==> config.mk <==
export PLATFORM = sky130hd
export DESIGN_NAME = life_cell_engine_flat
export DESIGN_NICKNAME = d
export VERILOG_FILES = /design/src/rtl/life_cell_engine_if.sv /design/src/rtl/life_cell_engine.sv /design/src/flat_wrapper.sv
export SDC_FILE = /design/constraint.sdc
export NUM_CORES = 1
export LEC_CHECK = 0
export ABC_AREA = 0
export CORE_ASPECT_RATIO = 1.1
export CORE_MARGIN = 4
export CORE_UTILIZATION = 40
export CTS_CLUSTER_DIAMETER = 150
export CTS_CLUSTER_SIZE = 12
export DETAILED_ROUTE_END_ITERATION = 8
export SYNTH_ARGS = -nofsm -noshare
export SYNTH_HDL_FRONTEND = slang
export SYNTH_SLANG_ARGS = --single-unit
==> constraint.sdc <==
create_clock -name clk -period 11 [get_ports clk]
set_input_delay 1.65 -clock clk [delete_from_list [all_inputs] [get_ports clk]]
set_output_delay 1.65 -clock clk [all_outputs]
set_load 0.05 [all_outputs]
==> run_1/detail.png <==
Region (44, 22) to (84, 62) um. Cells in gray, sequential cells in the stronger gray; small squares are vias.
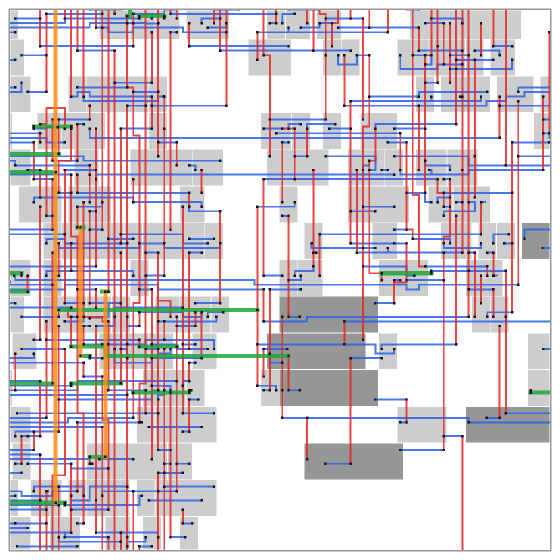
metal 3 -> green
metal 2 -> red
metal 1 -> blue
metal 4 -> orange
most frequent = nand2_1 (17), nor2_1 (10)
cells with their middle in the window = 102
sequential cells in the window = 5

==> run_1/layer_met3.png <==
The bar under the picture is 50 um long.
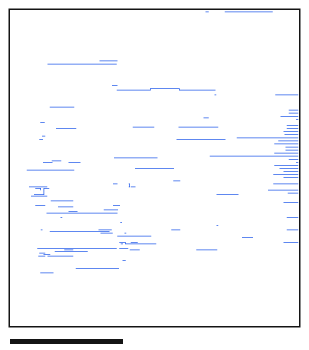
wire length on this layer = 803 um
nets with wire on the layer = 74
final WL: 17900 um
vias: 6118
met3 Use GR: 3.18%

==> run_1/wires.png <==
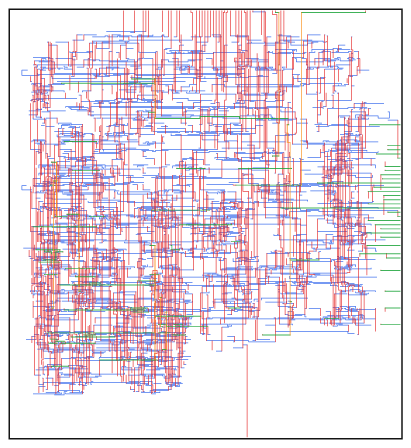
metal 3 -> green  # wire length 803 um
metal 1 -> blue  # wire length 8060 um
metal 4 -> orange  # wire length 329 um
metal 2 -> red  # wire length 8740 um
All-Layer GR Usage: 19.7%
mean routed wirelength per cell: 16.5 um

==> run_1/clk_routes.png <==
The bar under the picture is 50 um long.
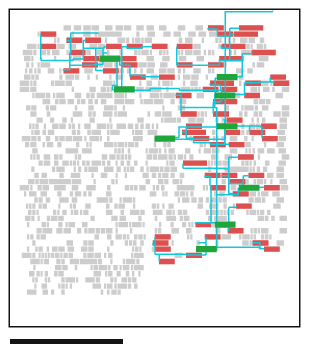
flip-flops -> red  # count 67
clock wires -> cyan  # length 951 um
clock drivers -> green  # count 9
routed clock nets = 10
P_clk: 302 uW
clock share of power: 24.0%

==> run_results.csv, run 1 <==
group,metric,value,unit
routing,drt_iter0_drc,392,
place,globalplace.congestion,0.938,
synthesis,synthSimpleGateAreaFrac,24.0,%
pwr,p_per_area,169,nW/um^2
synthesis,synth_seq_share,22.6,%
die,rows,47,
global_routing,grt_busiest_layer,"met2",
synthesis,fa_ha_area_share,12.9,%
setup_path,max_stage_delay,0.68,ns
synthesis,synth_stat.cells,836,
final_layout,comb_share,60.5,%
synthesis,synth.logic.top_family,"simple AND/OR/NAND/NOR gates",
final_layout,area_growth,17.4,%
synthesis,synthesis.area,6320,sq um
setup_path,ff2ff_path_depth,30,
status,status,"completed",
setup_path,worst-path-stages,30,
synthesis,aoi_share,23.3,%
synthesis,synth-edff-count,9,
global_routing,antenna_found_initial,0,
die,fp.dieH,140,um
==> run 1 -> run 2 <==
==> constraint.sdc (replaced) <==
create_clock -name clk -period 7.9 [get_ports clk]
set_input_delay 1.185 -clock clk [delete_from_list [all_inputs] [get_ports clk]]
set_output_delay 1.185 -clock clk [all_outputs]
set_load 0.05 [all_outputs]
==> run_2/layer_met3.png <==
The bar under the picture is 50 um long.
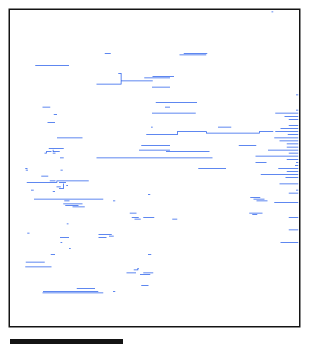
longest straight run = 51.1 um
wire length on this layer = 792 um
main direction = horizontal
nets with wire on the layer = 84
final WL: 17900 um
vias: 6145
met3 Use GR: 2.91%

==> run 2 against run 1 <==
  * Combinational power rose by about 40%
  * First-iteration DRC count shrank 9.4%
  * Critical path depth grew 1
  * Largest power group unchanged
  * Die size unchanged
  * Largest cell class unchanged
==> run_results.csv, run 2 <==
group,metric,value,unit
status,status,"completed",
synthesis,synth-edff-count,9,
clock_network,clock_path_buffers,2,
synthesis,synthSimpleGateAreaFrac,24.0,%
die,fp-utilization,41.4,%
global_routing,grt_pass1_vias,5832,
synthesis,yosys_most_used_dff,"dfxtp_1",
final_layout,comb_share,60.2,%
clock_network,cts_setup_buffers,0,
die,taps,196,
clock_network,clkTransAtPathRegs,0.06,ns
synthesis,aoi_share,23.3,%
global_routing,grt_busiest_layer,"met2",
synthesis,ys_ff,67,
clock_network,cts.root.buffer_cell,"clkbuf_16",
global_routing,antenna_found_initial,0,
synthesis,synth_async_sr_flop_share,0,%
setup_path,ff2ff_path_depth,31,
clock_network,ctsHtreeMaxLevel,3,
routing,routedWlPerCell,16.4,um
final_layout,area_growth,18.6,%
synthesis,synth.logic.top_family,"simple AND/OR/NAND/NOR gates",
final_layout,inverters,66,
synthesis,synthesis.area,6320,sq um
routing,drc,0,
pwr,pwr-share-clk,23.2,%
final_timing,fin_crit_sh,92.8,%
die,rows,47,
setup_path,max_stage_delay,0.44,ns
pwr,p_clk,403,uW
synthesis,fa_ha_area_share,12.9,%
die,die_w,128,um
synthesis,synth_seq_share,22.6,%
die,fp.dieH,140,um
final_layout,layout.cells.most_common,"nand2_1",
global_routing,grt.total_usage,19.6,%
synthesis,synth_stat.cells,836,
place,globalplace.congestion,0.928,
final_layout,logic_area,4520,sq um
global_routing,grt_max_degree,51,
job,drv_cap,0,
synthesis,yosysMostFrequentCell,"nand2_1",
synthesis,yosysWarnings,0,
routing,drt_iter0_drc,355,
setup_path,worst-path-stages,31,
synthesis,topCellsByArea,"dfxtp_1 (18%), ha_1 (12%), nand2_1 (7.1%)",
final_timing,timing.fmax,136,MHz
pwr,p_per_area,232,nW/um^2
==> run_2/clk_routes.png <==
The bar under the picture is 50 um long.
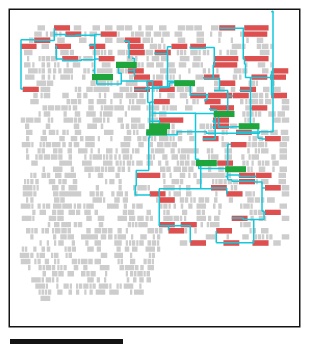
clock wires -> cyan  # length 962 um
clock drivers -> green  # count 9
flip-flops -> red  # count 67
routed clock nets = 10
clk_lat worst skew: 0.33 ns
Fin Clk Skew: 0.0125 ns

==> run 2 -> run 3 <==
--- a/config.mk
+++ b/config.mk
@@ -12,6 +12,7 @@
 export CTS_CLUSTER_DIAMETER = 150
 export CTS_CLUSTER_SIZE = 12
 export DETAILED_ROUTE_END_ITERATION = 8
+export SLEW_MARGIN = 10
 export SYNTH_ARGS = -nofsm -noshare
 export SYNTH_HDL_FRONTEND = slang
 export SYNTH_SLANG_ARGS = --single-unit
==> run_3/layer_met3.png <==
The bar under the picture is 50 um long.
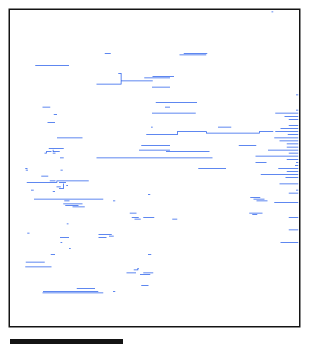
wire length on this layer = 792 um
main direction = horizontal
nets with wire on the layer = 84
share of all routed wire = 4.4%

==> run 3 against run 2 <==
  * Fmax unchanged
  * Combinational power about the same
  * Critical path depth unchanged
  * Setup slack unchanged
  * Highest routed layer unchanged
  * Non-clock buffer count unchanged
  * Hold slack unchanged
  * Sequential power about the same
  * Die size unchanged
==> run_results.csv, run 3 <==
group,metric,value,unit
synthesis,synth_seq_share,22.6,%
clock_network,ctsHtreeMaxLevel,3,
setup_path,worst-path-stages,31,
final_timing,fin_crit_sh,92.8,%
synthesis,fa_ha_area_share,12.9,%
clock_network,cts_setup_buffers,0,
routing,drc,0,
die,fp.dieH,140,um
final_layout,area_growth,18.6,%
clock_network,cts.root.buffer_cell,"clkbuf_16",
synthesis,synthesis.area,6320,sq um
synthesis,synth_stat.cells,836,
status,status,"completed",
die,die_w,128,um
synthesis,yosys_most_used_dff,"dfxtp_1",
synthesis,yosysMostFrequentCell,"nand2_1",
clock_network,clock_path_buffers,2,
routing,num_vias,6145,
routing,drt_iter0_drc,355,
final_timing,finClkSkew,0.0125,ns
global_routing,grt_max_degree,51,
die,fp-utilization,41.4,%
synthesis,synthSimpleGateAreaFrac,24.0,%
final_timing,timing.fmax,136,MHz
synthesis,ys_ff,67,
job,drv_cap,0,
synthesis,synth_async_sr_flop_share,0,%
global_routing,grt_pass1_vias,5832,
global_routing,gr-usage-met3,2.91,%
final_layout,comb_share,60.2,%
clock_network,clk_latency,0.33,ns
setup_path,ff2ff_path_depth,31,
final_layout,logic_area,4520,sq um
global_routing,grt_busiest_layer,"met2",
routing,drt_wl_total,17900,um
global_routing,antenna_found_initial,0,
final_layout,inverters,66,
pwr,p_clk,403,uW
setup_path,max_stage_delay,0.44,ns
==> run_3/placement.png <==
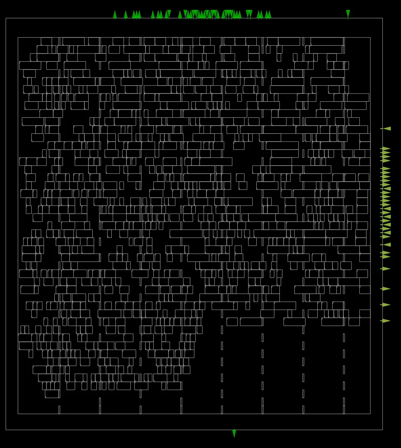
row cnt: 47
# Taps: 196
Seq/total area: 19.1%
fillers: 1572

No activity file was given, so power comes from the tool's default toggle rates.
